[src/rtl/instr_fetch_unit.sv]
// Instruction fetch stage: req/gnt/rsp bus master with sticky fault.
// Optional last-hit buffer enabled by defining IFETCH_LASTHIT_EN.
module instr_fetch_unit #(
  parameter logic [31:0] RESET_INSTR    = 32'h0000_0013,
  parameter int unsigned TIMEOUT_CYCLES = 255
) (
  input  logic        CLK,
  input  logic        Reset,
  input  logic [31:0] PC,
  input  logic        FetchEn,
  input  logic        Flush,
  output logic [31:0] Instr,
  output logic        InstrValid,
  output logic        FetchStall,
  output logic        FetchFault,
  output logic        IMemReq,
  output logic [31:0] IMemAddr,
  input  logic        IMemGnt,
  input  logic [31:0] IMemRData,
  input  logic        IMemRValid,
  input  logic        IMemErr
);

  typedef enum logic [2:0] {
    S_IDLE,
    S_REQ,
    S_WAIT,
    S_DONE,
    S_FAULT
  } state_t;

  localparam logic [7:0] TO = 8'(TIMEOUT_CYCLES);

  state_t      state;
  state_t      state_nx;
  logic [31:0] addr_q;
  logic [31:0] instr_q;
  logic [7:0]  cnt_q;
  logic        discard_q;

  logic        aligned;
  logic        drop;
  logic        timeout;
  logic        rsp;
  logic        rsp_ok;
  logic        hit;

  assign aligned = (PC[1:0] == 2'b00);
  assign drop    = discard_q | Flush;
  assign timeout = ((cnt_q + 8'd1) == TO);
  assign rsp     = (state == S_WAIT) & IMemRValid;
  assign rsp_ok  = rsp & ~IMemErr & ~drop;

`ifdef IFETCH_LASTHIT_EN
  logic        buf_v;
  logic [31:0] buf_addr;
  logic [31:0] buf_data;

  assign hit = buf_v & (buf_addr == PC);

  // last successful fetch; any bus error invalidates it
  always_ff @(posedge CLK or posedge Reset) begin
    if (Reset) begin
      buf_v    <= 1'b0;
      buf_addr <= '0;
      buf_data <= '0;
    end else if (rsp & IMemErr) begin
      buf_v    <= 1'b0;
    end else if (rsp_ok) begin
      buf_v    <= 1'b1;
      buf_addr <= addr_q;
      buf_data <= IMemRData;
    end
  end
`else
  assign hit = 1'b0;
`endif

  // state register
  always_ff @(posedge CLK or posedge Reset) begin
    if (Reset) state <= S_IDLE;
    else       state <= state_nx;
  end

  // next-state decode
  always_comb begin
    state_nx = state;
    unique case (state)
      S_IDLE: begin
        if (FetchEn) begin
          if (!aligned) state_nx = S_FAULT;
          else if (hit) state_nx = S_DONE;
          else          state_nx = S_REQ;
        end
      end
      S_REQ: begin
        if (IMemGnt) state_nx = S_WAIT;
      end
      S_WAIT: begin
        if (IMemRValid) begin
          if (drop)         state_nx = S_IDLE;
          else if (IMemErr) state_nx = S_FAULT;
          else              state_nx = S_DONE;
        end else if (timeout) begin
          state_nx = S_FAULT;
        end
      end
      S_DONE:  state_nx = S_IDLE;
      S_FAULT: begin
        if (Flush) state_nx = S_IDLE;
      end
      default: state_nx = S_IDLE;
    endcase
  end

  // bus address latched at fetch start
  always_ff @(posedge CLK or posedge Reset) begin
    if (Reset) addr_q <= '0;
    else if (state == S_IDLE && FetchEn && aligned && !hit)
      addr_q <= PC;
  end

  // wait-cycle counter for timeout
  always_ff @(posedge CLK or posedge Reset) begin
    if (Reset)                          cnt_q <= '0;
    else if (state == S_REQ && IMemGnt) cnt_q <= '0;
    else if (state == S_WAIT)           cnt_q <= cnt_q + 8'd1;
  end

  // discard flag: set by flush mid-transaction, cleared entering idle
  always_ff @(posedge CLK or posedge Reset) begin
    if (Reset)
      discard_q <= 1'b0;
    else if (state_nx == S_IDLE)
      discard_q <= 1'b0;
    else if (Flush && (state == S_REQ || state == S_WAIT))
      discard_q <= 1'b1;
  end

  // instruction register
  always_ff @(posedge CLK or posedge Reset) begin
    if (Reset)
      instr_q <= RESET_INSTR;
    else if (state_nx == S_FAULT)
      instr_q <= RESET_INSTR;
    else if (rsp_ok)
      instr_q <= IMemRData;
`ifdef IFETCH_LASTHIT_EN
    else if (state == S_IDLE && state_nx == S_DONE)
      instr_q <= buf_data;
`endif
  end

  assign Instr      = instr_q;
  assign InstrValid = (state == S_DONE) & ~Flush;
  assign FetchStall = FetchEn & (state != S_DONE);
  assign FetchFault = (state == S_FAULT);
  assign IMemReq    = (state == S_REQ);
  assign IMemAddr   = addr_q;

endmodule

[config.mk]
export PLATFORM = sky130hd
export DESIGN_NAME = instr_fetch_unit
export DESIGN_NICKNAME = d
export VERILOG_FILES = /design/src/rtl/instr_fetch_unit.sv
export SDC_FILE = /design/constraint.sdc
export NUM_CORES = 1
export LEC_CHECK = 0
export ABC_AREA = 0
export CAP_MARGIN = 5
export CORE_MARGIN = 4
export CORE_UTILIZATION = 30
export CTS_BUF_LIST = sky130_fd_sc_hd__clkbuf_2 sky130_fd_sc_hd__clkbuf_4 sky130_fd_sc_hd__clkbuf_8
export DETAILED_ROUTE_END_ITERATION = 12
export GPL_TIMING_DRIVEN = 1
export HOLD_SLACK_MARGIN = 0.06
export MAX_ROUTING_LAYER = met4
export PLACE_DENSITY_LB_ADDON = 0.2
export SETUP_SLACK_MARGIN = 0.4
export SYNTH_ARGS = -nofsm -noshare
export SYNTH_HDL_FRONTEND = slang
export SYNTH_SLANG_ARGS = --single-unit
[constraint.sdc]
create_clock -name CLK -period 3.4 [get_ports CLK]
set_input_delay 0.85 -clock CLK [delete_from_list [all_inputs] [get_ports CLK]]
set_output_delay 0.85 -clock CLK [all_outputs]
set_load 0.03 [all_outputs]
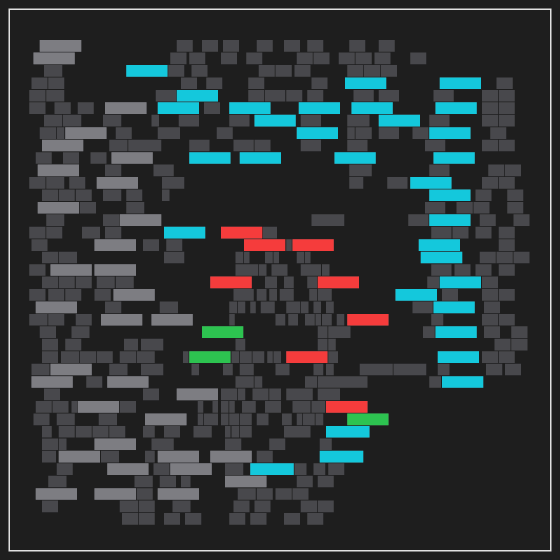
Figure 1: register map, names as in the netlist.
`state`: in green, placed flops 3. `Instr`: in cyan, placed flops 32. `cnt_q`: in red, placed flops 8, where middle.
Another 33 sequential cells are not coloured.
Seq power: 1.31 mW
Seq/total area: 0.356

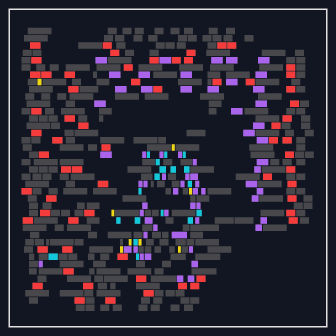
Figure 2: logic cells by family.
inv cells: in yellow, cells 8. aoi and oai cells: in purple, cells 62. nand cells: in cyan, cells 18, where middle. mux cells: in red, cells 63, where widely spread.
dominant logic cell type in the layout: clkdlybuf4s50_1
Comb area share: 0.289
non-filler cells, final: 562

==> deck_impl_summary.md <==
Implementation Results

Cells and area
  – Non-CTS buffers: 147
  – Largest cell class by area: registers
  – Nets: 487
  – Multi-input gates: 172
  – Dominant logic cell types in the final layout: clkdlybuf4s50_1 (136), dfrtp_1 (73), mux2i_1 (32)
  – Fin util: 0.462
  – Layout area overhead: 47.6%
  – # clk buffers: 10
  – Inverters: 8
  – Reg area: 1910 sq um

Final timing
  – Final Critical Period: 2890 ps
  – Slew margin rel.: 0.484
  – RSZ-0062 raised after global routing: no
  – Final Max-Slew Violation Tally: 0
  – Final Cycle Share: 0.849
  – Tightest Pin Transition: 773 ps
  – Final setup fails: 0
  – Worst setup margin: 514 ps

Critical path
  – Worst R2R Setup Slack: 1100 ps
  – CP Capture Point: FetchFault
  – WP buf/inv: 1
  – WP data arrival: 2040 ps
  – Worst reg2reg path depth: 7
  – Crit-path max FO: 7
  – Setup crit start: state[0]
  – Worst path depth: 3
  – CP cell instances: or2_2, nor2_1, clkdlybuf4s50_1
  – CP peak stage delay: 700 ps
  – Largest delay contributor family on the critical path: buffers and inverters
  – Critical path required time: 2550 ps

Floorplanning
  – Tap cells: 143
  – Chip height: 118 um
  – Initial Util: 0.313
  – I/O Pins: 139
  – Core Area: 11600 sq um
  – Floorplan row count: 39
  – Chip Width: 118 um

Yosys
  – Post-Syn Area per Cell: 13.3 sq um
  – Ys async rst share: 1.00
  – Area leader, netlist: dfrtp_1
  – Top cells by area: dfrtp_1 (50%), mux2_2 (9.6%), mux2i_1 (8.8%), a211oi_2 (8.3%), buf_12 (2.2%)
  – Count leader, synth: dfrtp_1
  – Register area share after synthesis: 0.525
  – Post-Synth Adder-Cell Area: 0.00689
  – Ao+oa area frac: 0.157
  – Synth Cell Area: 3630 sq um
  – Xor/xnor share: 0.00482
  – Yosys cell count: 274
  – #FFs+latches synth: 76
  – Number of nets at floorplan: 347
  – Post-synth EDFFs: 0

Detailed routing
  – DRC: 0
  – Iteration-0 DRC Markers: 130
  – Max layer used: met4
  – Vias per inst: 4.88
  – Vias: 2741
  – Wire length on met1: 4.42 mm

Job
  – # Max-Cap Violations: 0
  – OpenROAD warning count: 27

Run status
  – Status: finished, final reports clean

Placed design
  – Placer congestion estimate: 0.757
  – Placed cells: 546
  – Detailed Place HPWL: 6.57 mm
  – # port buffers: 138
  – Placement Cell Area: 5160 sq um

Clock network
  – Post-CTS Setup Bufs: 0
  – Late-Pin Clk Latency: 350 ps
  – CTS max path bufs: 2
  – CTS buffer count: 9
  – Max H-tree Level: 3

Global routing
  – Initial antenna violation count: 0
  – Total GRT Usage: 0.143
  – Met2 usage: 0.202
  – GR Layer Usage met3: 0.0466
  – Largest net degree at the start of global routing: 58

Pwr
  – Power Total: 3.27 mW
  – Logic power comb: 1.26 mW
  – Pwr dens: 610 nW/um^2
  – LEAKAGE: 2.10 nW
  – Clk pwr share: 0.217

Hold path
  – Hold Crit Class: reg2reg
  – Hold path startpoint: IMemAddr[1]
  – Hold Crit Endpoint: IMemAddr[1]
Power is estimated from default activity; no workload was simulated.
